Fig. 1: power grid
Pins as bars on the die edge.
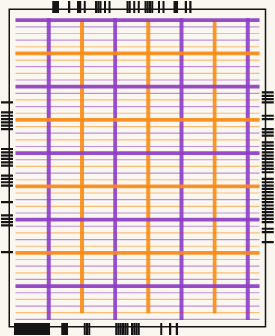
Fig. 2: placed cells, one colour a class
The bar under the picture is 20 µm long.
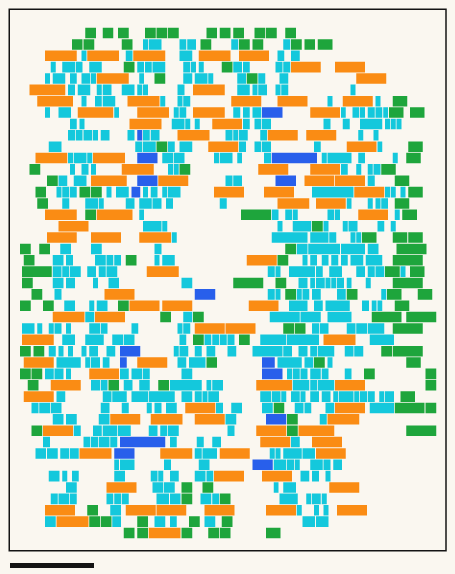
Fig. 3: routed clock nets over the placement
The bar under the picture is 20 µm long.
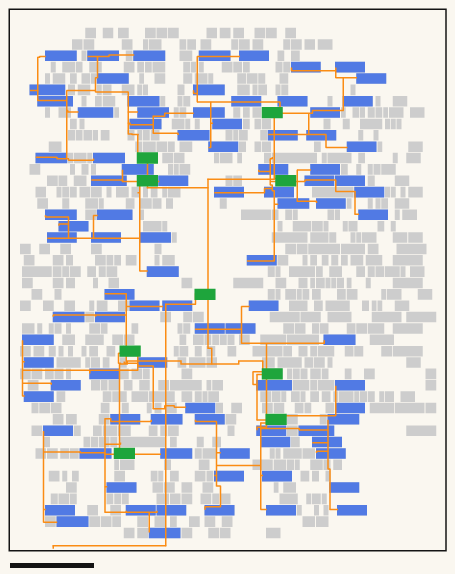
Fig. 4: metal layers overlaid
Two of the layers only.
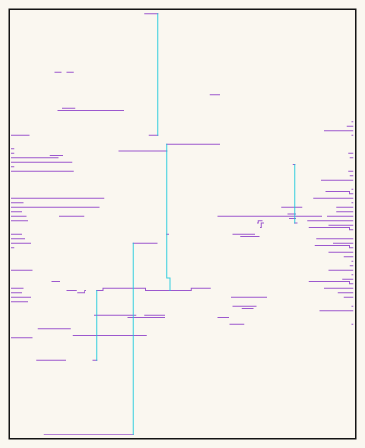
Fig. 5: clock routing
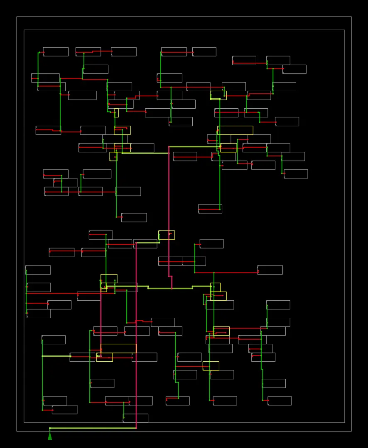
`src/rtl/rv_ctrl_pkg.sv`:
```
// Shared encodings for the multicycle RV32I control unit: FSM states, opcodes,
// ALU operation codes, instruction classes and trap causes.
package rv_ctrl_pkg;

    typedef enum logic [2:0] {
        ST_FETCH  = 3'd0,
        ST_DECODE = 3'd1,
        ST_EXEC   = 3'd2,
        ST_MEM    = 3'd3,
        ST_WB     = 3'd4,
        ST_TRAP   = 3'd5
    } state_t;

    localparam logic [6:0] OP_R      = 7'b0110011;
    localparam logic [6:0] OP_IALU   = 7'b0010011;
    localparam logic [6:0] OP_LOAD   = 7'b0000011;
    localparam logic [6:0] OP_STORE  = 7'b0100011;
    localparam logic [6:0] OP_BRANCH = 7'b1100011;

    localparam logic [2:0] F3_BEQ  = 3'b000;
    localparam logic [2:0] F3_BNE  = 3'b001;
    localparam logic [2:0] F3_BLT  = 3'b100;
    localparam logic [2:0] F3_BGE  = 3'b101;
    localparam logic [2:0] F3_WORD = 3'b010;
    localparam logic [6:0] F7_ALT  = 7'b0100000;

    localparam logic [3:0] ALU_AND  = 4'b0000;
    localparam logic [3:0] ALU_OR   = 4'b0001;
    localparam logic [3:0] ALU_ADD  = 4'b0010;
    localparam logic [3:0] ALU_SLT  = 4'b0100;
    localparam logic [3:0] ALU_XOR  = 4'b0101;
    localparam logic [3:0] ALU_SUB  = 4'b0110;
    localparam logic [3:0] ALU_SRL  = 4'b1000;
    localparam logic [3:0] ALU_SLL  = 4'b1001;
    localparam logic [3:0] ALU_SRA  = 4'b1010;
    localparam logic [3:0] ALU_NONE = 4'b1111;

    typedef enum logic [1:0] {
        TC_NONE    = 2'd0,
        TC_ILLEGAL = 2'd1,
        TC_BUS     = 2'd2
    } trap_t;

    typedef enum logic [2:0] {
        CL_ALU,
        CL_LOAD,
        CL_STORE,
        CL_BRANCH,
        CL_ILLEGAL
    } iclass_t;

    // funct3 mapping shared by R-type and I-ALU; the caller decides the alternate forms
    function automatic logic [3:0] alu_op(input logic [2:0] f3,
                                          input logic       alt_sub,
                                          input logic       alt_sra);
        logic [3:0] op;
        case (f3)
            3'b000:  op = alt_sub ? ALU_SUB : ALU_ADD;
            3'b001:  op = ALU_SLL;
            3'b010:  op = ALU_SLT;
            3'b100:  op = ALU_XOR;
            3'b101:  op = alt_sra ? ALU_SRA : ALU_SRL;
            3'b110:  op = ALU_OR;
            3'b111:  op = ALU_AND;
            default: op = ALU_NONE;
        endcase
        return op;
    endfunction

endpackage

```
`src/rtl/rv_decode.sv`:
```
// Combinational instruction decode: class/legality, ALU operation, ALU operand
// select and writeback source. Illegal encodings decode to ALU_NONE with selects low.
module rv_decode
    import rv_ctrl_pkg::*;
(
    input  logic [31:0] i_ir,
    output iclass_t     o_cls,
    output logic [3:0]  o_alu_ctrl,
    output logic        o_alu_src,
    output logic        o_mem_to_reg
);

    logic [6:0] w_opcode;
    logic [2:0] w_funct3;
    logic [6:0] w_funct7;
    logic       w_unused_ir;

    assign w_opcode    = i_ir[6:0];
    assign w_funct3    = i_ir[14:12];
    assign w_funct7    = i_ir[31:25];
    assign w_unused_ir = ^{i_ir[24:15], i_ir[11:7]};

    always_comb begin
        o_cls        = CL_ILLEGAL;
        o_alu_ctrl   = ALU_NONE;
        o_alu_src    = 1'b0;
        o_mem_to_reg = 1'b0;
        case (w_opcode)
            OP_R: begin
                o_cls      = CL_ALU;
                o_alu_ctrl = alu_op(w_funct3, w_funct7 == F7_ALT, w_funct7 == F7_ALT);
            end
            OP_IALU: begin
                // immediates have no SUB form; bit 30 only selects SRAI
                o_cls      = CL_ALU;
                o_alu_ctrl = alu_op(w_funct3, 1'b0, i_ir[30]);
                o_alu_src  = 1'b1;
            end
            OP_LOAD: begin
                if (w_funct3 == F3_WORD) begin
                    o_cls        = CL_LOAD;
                    o_alu_ctrl   = ALU_ADD;
                    o_alu_src    = 1'b1;
                    o_mem_to_reg = 1'b1;
                end
            end
            OP_STORE: begin
                if (w_funct3 == F3_WORD) begin
                    o_cls      = CL_STORE;
                    o_alu_ctrl = ALU_ADD;
                    o_alu_src  = 1'b1;
                end
            end
            OP_BRANCH: begin
                case (w_funct3)
                    F3_BEQ, F3_BNE: begin
                        o_cls      = CL_BRANCH;
                        o_alu_ctrl = ALU_SUB;
                    end
                    F3_BLT, F3_BGE: begin
                        o_cls      = CL_BRANCH;
                        o_alu_ctrl = ALU_SLT;
                    end
                    default: ;
                endcase
            end
            default: ;
        endcase
    end

endmodule

```
`src/rtl/multicycle_ctrl.sv`:
```
// Multicycle RV32I subset control FSM with data-memory timeout trap and
// cycle / retired-instruction counters.
//   state  | meaning
//   FETCH  | request instruction, latch IR on ack
//   DECODE | legality check, illegal -> TRAP
//   EXEC   | ALU step; branches resolve and redirect PC here
//   MEM    | LW/SW access, bounded by TIMEOUT wait cycles
//   WB     | register write and PC advance
//   TRAP   | halted until reset
module multicycle_ctrl
    import rv_ctrl_pkg::*;
#(
    parameter int unsigned TIMEOUT = 15,
    parameter int unsigned CNT_W   = 32
) (
    input  logic             clk,
    input  logic             rst,
    output logic             imem_req,
    input  logic             imem_ack,
    input  logic [31:0]      instr,
    input  logic             Zero,
    input  logic             Lt,
    input  logic             dmem_ack,
    output logic             MemRead,
    output logic             MemWrite,
    output logic             RegWrite,
    output logic             loadPC,
    output logic             PCSrc,
    output logic             ALUSrc,
    output logic             MemToReg,
    output logic [3:0]       ALUCtrl,
    output logic [2:0]       state,
    output logic             halted,
    output logic [1:0]       trap_cause,
    output logic [CNT_W-1:0] cycle_cnt,
    output logic [CNT_W-1:0] instret_cnt
);

    localparam logic [7:0] WAIT_LAST = 8'(TIMEOUT - 1);

    state_t           r_state, w_state_nxt;
    trap_t            r_trap, w_trap_nxt;
    logic [31:0]      r_ir;
    logic [7:0]       r_wait, w_wait_nxt;
    logic [CNT_W-1:0] r_cyc, r_ret;

    iclass_t          w_cls;
    logic [3:0]       w_alu_ctrl;
    logic             w_alu_src, w_mem_to_reg, w_br_taken, w_ctl_valid;

    rv_decode u_decode (
        .i_ir         (r_ir),
        .o_cls        (w_cls),
        .o_alu_ctrl   (w_alu_ctrl),
        .o_alu_src    (w_alu_src),
        .o_mem_to_reg (w_mem_to_reg)
    );

    always_comb begin
        case (r_ir[14:12])
            F3_BEQ:  w_br_taken = Zero;
            F3_BNE:  w_br_taken = !Zero;
            F3_BLT:  w_br_taken = Lt;
            default: w_br_taken = !Lt;
        endcase
    end

    always_comb begin
        w_state_nxt = r_state;
        w_trap_nxt  = r_trap;
        w_wait_nxt  = '0;
        imem_req    = 1'b0;
        MemRead     = 1'b0;
        MemWrite    = 1'b0;
        RegWrite    = 1'b0;
        loadPC      = 1'b0;
        PCSrc       = 1'b0;
        case (r_state)
            ST_FETCH: begin
                imem_req = 1'b1;
                if (imem_ack) w_state_nxt = ST_DECODE;
            end
            ST_DECODE: begin
                if (w_cls == CL_ILLEGAL) begin
                    w_state_nxt = ST_TRAP;
                    w_trap_nxt  = TC_ILLEGAL;
                end else begin
                    w_state_nxt = ST_EXEC;
                end
            end
            ST_EXEC: begin
                case (w_cls)
                    CL_BRANCH: begin
                        loadPC      = 1'b1;
                        PCSrc       = w_br_taken;
                        w_state_nxt = ST_FETCH;
                    end
                    CL_LOAD, CL_STORE: w_state_nxt = ST_MEM;
                    default:           w_state_nxt = ST_WB;
                endcase
            end
            ST_MEM: begin
                MemRead  = (w_cls == CL_LOAD);
                MemWrite = (w_cls == CL_STORE);
                // an ack arriving on the last allowed wait cycle still completes the access
                if (dmem_ack) begin
                    if (w_cls == CL_STORE) begin
                        loadPC      = 1'b1;
                        w_state_nxt = ST_FETCH;
                    end else begin
                        w_state_nxt = ST_WB;
                    end
                end else if (r_wait == WAIT_LAST) begin
                    w_state_nxt = ST_TRAP;
                    w_trap_nxt  = TC_BUS;
                end else begin
                    w_wait_nxt = r_wait + 8'd1;
                end
            end
            ST_WB: begin
                RegWrite    = 1'b1;
                loadPC      = 1'b1;
                w_state_nxt = ST_FETCH;
            end
            ST_TRAP: ;
            default: w_state_nxt = ST_TRAP;
        endcase
    end

    always_ff @(posedge clk) begin
        if (!rst) begin
            r_state <= ST_FETCH;
            r_trap  <= TC_NONE;
            r_ir    <= '0;
            r_wait  <= '0;
            r_cyc   <= '0;
            r_ret   <= '0;
        end else begin
            r_state <= w_state_nxt;
            r_trap  <= w_trap_nxt;
            r_wait  <= w_wait_nxt;
            if (r_state == ST_FETCH && imem_ack) r_ir <= instr;
            if (r_state != ST_TRAP) begin
                r_cyc <= r_cyc + CNT_W'(1);
                if (loadPC) r_ret <= r_ret + CNT_W'(1);
            end
        end
    end

    assign w_ctl_valid = (r_state == ST_DECODE) || (r_state == ST_EXEC) ||
                         (r_state == ST_MEM)    || (r_state == ST_WB);
    assign ALUCtrl     = w_ctl_valid ? w_alu_ctrl : 4'b0000;
    assign ALUSrc      = w_ctl_valid & w_alu_src;
    assign MemToReg    = w_ctl_valid & w_mem_to_reg;
    assign state       = r_state;
    assign halted      = (r_state == ST_TRAP);
    assign trap_cause  = r_trap;
    assign cycle_cnt   = r_cyc;
    assign instret_cnt = r_ret;

endmodule

```
`config.mk`:
```
export PLATFORM = sky130hd
export DESIGN_NAME = multicycle_ctrl
export DESIGN_NICKNAME = d
export VERILOG_FILES = /design/src/rtl/rv_ctrl_pkg.sv /design/src/rtl/rv_decode.sv /design/src/rtl/multicycle_ctrl.sv
export SDC_FILE = /design/constraint.sdc
export NUM_CORES = 1
export LEC_CHECK = 0
export ABC_CLOCK_PERIOD_IN_PS = 2600
export CELL_PAD_IN_SITES_DETAIL_PLACEMENT = 0
export CELL_PAD_IN_SITES_GLOBAL_PLACEMENT = 1
export CORE_ASPECT_RATIO = 1.25
export CORE_MARGIN = 2
export CORE_UTILIZATION = 37
export CTS_BUF_LIST = sky130_fd_sc_hd__clkbuf_8
export DETAILED_ROUTE_END_ITERATION = 10
export PLACE_DENSITY = 0.85
export SETUP_SLACK_MARGIN = 0.2
export SLEW_MARGIN = 10
export SYNTH_ARGS = -nofsm -noshare
export SYNTH_HDL_FRONTEND = slang
export SYNTH_SLANG_ARGS = --single-unit
```
`constraint.sdc`:
```
create_clock -name clk -period 2.6 [get_ports clk]
set_clock_uncertainty 0.15 [all_clocks]
set_input_delay 0.26 -clock clk [delete_from_list [all_inputs] [get_ports clk]]
set_output_delay 0.26 -clock clk [all_outputs]
set_load 0.1 [all_outputs]
```
==> impl_metrics.csv <==
group,metric,value,unit
logic_synthesis,ys_ff,94,
place,place_area,5990,µm²
place,dp_cells,829,
drt,wirelength,13100,µm
final_layout,drive_above_1_share,27.7,%
cts,clock-root-buffer,"clkbuf_8",
logic_synthesis,topCellsByArea,"dfxtp_1 41%, a21oi_1 7.3%, nand2_1 5.8%",
logic_synthesis,yosys_area,4650,µm²
sta,period_needed,2.32,ns
drt,drtIter0Drc,206,
drt,firstDrtPassIters,4,
final_layout,final_util,52.0,%
place,port_buffers,104,
worst_setup_path,critPathMaxFanout,8,
die,die_x,104,µm
sta,slew_violations,0,
logic_synthesis,ys_cells,584,
grt,grtUsageTotal,19.5,%
sta,worst_slew_pin_slew,0.573,ns
sta,fin_crit_sh,89.2,%
die,core,12200,µm²
logic_synthesis,top_cell,"dfxtp_1",
grt,grt_overflow,0,
logic_synthesis,synthArstFlopShare,0,%
worst_setup_path,path_cells,"nor4b_4, nand3b_4, buf_4, o21a_1, nor2_4, buf_12",
sta,rsz0062_at_grt,"no",
grt,grt_max_degree,34,
worst_setup_path,crit_path_max_incr_delay,0.41,ns
drt,post_drt_wl_per_cell,15.4,µm
worst_setup_path,cp_slowest_cell,"dfxtp_2",
sta,fmax,0.431,GHz
job,maxCapViolations,0,
sta,slew_headroom,61.8,%
logic_synthesis,ys_warn_count,0,
logic_synthesis,synth_nets,626,
logic_synthesis,top_area_cell,"dfxtp_1",
place,dpl.hpwl,9050,µm
logic_synthesis,synth-edff-count,0,
logic_synthesis,synthDistinctLibCells,45,
worst_setup_path,worstPathRequired,2.19,ns
worst_setup_path,startpoint_type,"register",
cts,htree_levels,3,
die,chipArea,13500,µm²
power,p_int,2.25,mW
status,status,"finished clean",
power,comb_power_share,20.3,%
final_layout,finalInstanceArea,6360,µm²
die,die_y,129,µm
Notes on Fig. 1 above:
orange -> VDD
purple -> VSS
met1 rails = 46
rows = 45
met5 straps = 9

Notes on Fig. 2 above:
orange -> flops  # cells 94, share of their area 32%
cyan -> all other logic  # cells 455, share of their area 47%
blue -> clock drivers and dummy loads  # cells 16, share of their area 3.6%
green -> other buffers and delay cells  # cells 121, share of their area 18%

Notes on Fig. 3 above:
blue -> flip-flops  # count 94
green -> cells driving clock nets  # count 9
orange -> clock wires  # length 1190 µm
flops lie = widely spread

Notes on Fig. 4 above:
cyan -> met4  # wire length 178 µm
purple -> met3  # wire length 670 µm

Notes on Fig. 5 above:
CTS Buf Count: 9
Insertion Delay late pin: 0.36 ns

[per-stage QoR]
stage	setup slack, ns	setup TNS [ns]	hold slack (ns)
final	0.281	0	0.309
after global routing	0.202	0	0.307
after CTS	0.140	0	0.297
after detailed placement	0.129	0	0.300
after global placement	0.234	0	0.295
after floorplan	-0.149	-1.73	0.246
[what timing repair did]
item,in CTS,in global routing
gates cloned,2,0
buffers inserted,1,2
gates resized,9,13
pin swaps,1,2
setup endpoints to repair,13,29
[sequential cells by signal, indices dropped and copies added (netlist names)]
| name | count |
|---|---|
| instret_cnt | 32 |
| cycle_cnt | 32 |
| trap_cause | 2 |
| state | 3 |
| r_wait | 8 |
| r_ir | 17 |
[final cells by class]
class	count	area share (%)
Inverter	17	1.12
Timing Repair Buffer	121	17.5
Clock buffer	10	2.16
Tap cell	164	3.23
Clock inverter	6	1.32
Sequential cell	94	30.5
Multi-Input combinational cell	438	44.1
[path summary, 6_finish.rpt]
kind	start	to	slack (ns)	cells after the start
setup / recovery	r_ir[13]	ALUSrc	0.28	6
hold / removal	instr[13]	r_ir[13]	0.31	3
setup reg to reg	state[0]	instret_cnt[5]	0.32	5
hold reg to reg	r_ir[29]	r_ir[29]	0.32	2
[critical path: cells and delay by family, from the launching register on]
family	cells	cell delay, ns
AND-OR/OR-AND	1	0.14
buffers and inverters	2	0.39
flip-flops	1	0.41
AND/OR/NAND/NOR	3	0.61
[power groups by stage]
stage | registers, mW | clock network, mW | logic [mW]
2_1_floorplan | 1.64 | 0 | 0.377
3_3_place_gp | 1.55 | 0 | 0.638
6_report | 1.53 | 1.08 | 0.666
4_1_cts | 1.52 | 1.12 | 0.662
5_1_grt | 1.53 | 1.19 | 0.703
3_5_place_dp | 1.55 | 0 | 0.641
[kinds of logic (layout without fill, tap and decap cells)]
group	count (synthesis)	in the layout	synth area share (%)
AND-OR/OR-AND	137	139	17.3
AND/OR/NAND/NOR	268	268	31.2
flip-flops	94	94	40.5
adder cells (fa/ha/maj)	4	4	1.08
buffers and inverters	54	154	4.79
XOR/XNOR	27	27	5.09
[placed cells by master, fill, tap and decap left out, types with 4 or more instances in the layout]
| cell type | n |
|---|---|
| o31ai_1 | 22 |
| xor2_1 | 8 |
| ha_1 | 4 |
| nor4_1 | 4 |
| clkdlybuf4s50_1 | 22 |
| clkbuf_8 | 10 |
| nor2b_1 | 4 |
| or4_1 | 23 |
| buf_12 | 12 |
| xnor2_1 | 19 |
| inv_1 | 14 |
| a31oi_1 | 4 |
| and2_1 | 5 |
| nor3_4 | 4 |
| or3_1 | 20 |
| nor2_1 | 38 |
| dfxtp_2 | 27 |
| nand4_1 | 24 |
| dfxtp_1 | 60 |
| and3_1 | 4 |
| nor3_1 | 17 |
| dfxtp_4 | 7 |
| and4_1 | 6 |
| buf_4 | 87 |
| o21ai_0 | 25 |
| a21oi_1 | 66 |
| nand3_1 | 22 |
| nand2_1 | 68 |
[per-layer routing]
layer / share of wire, % / wire, µm / track usage (%) / vias up
met1: 45 / 5860 / 25.5 / 2245
met5: 0 / 0 / 0 / -
met2: 49 / 6380 / 32.4 / 132
met4: 1.4 / 178 / 6.76 / 0
li1: - / - / - / 2324
met3: 5.1 / 670 / 3.92 / 12
Power figures rest on the tool's default switching activity, not on a simulated workload.
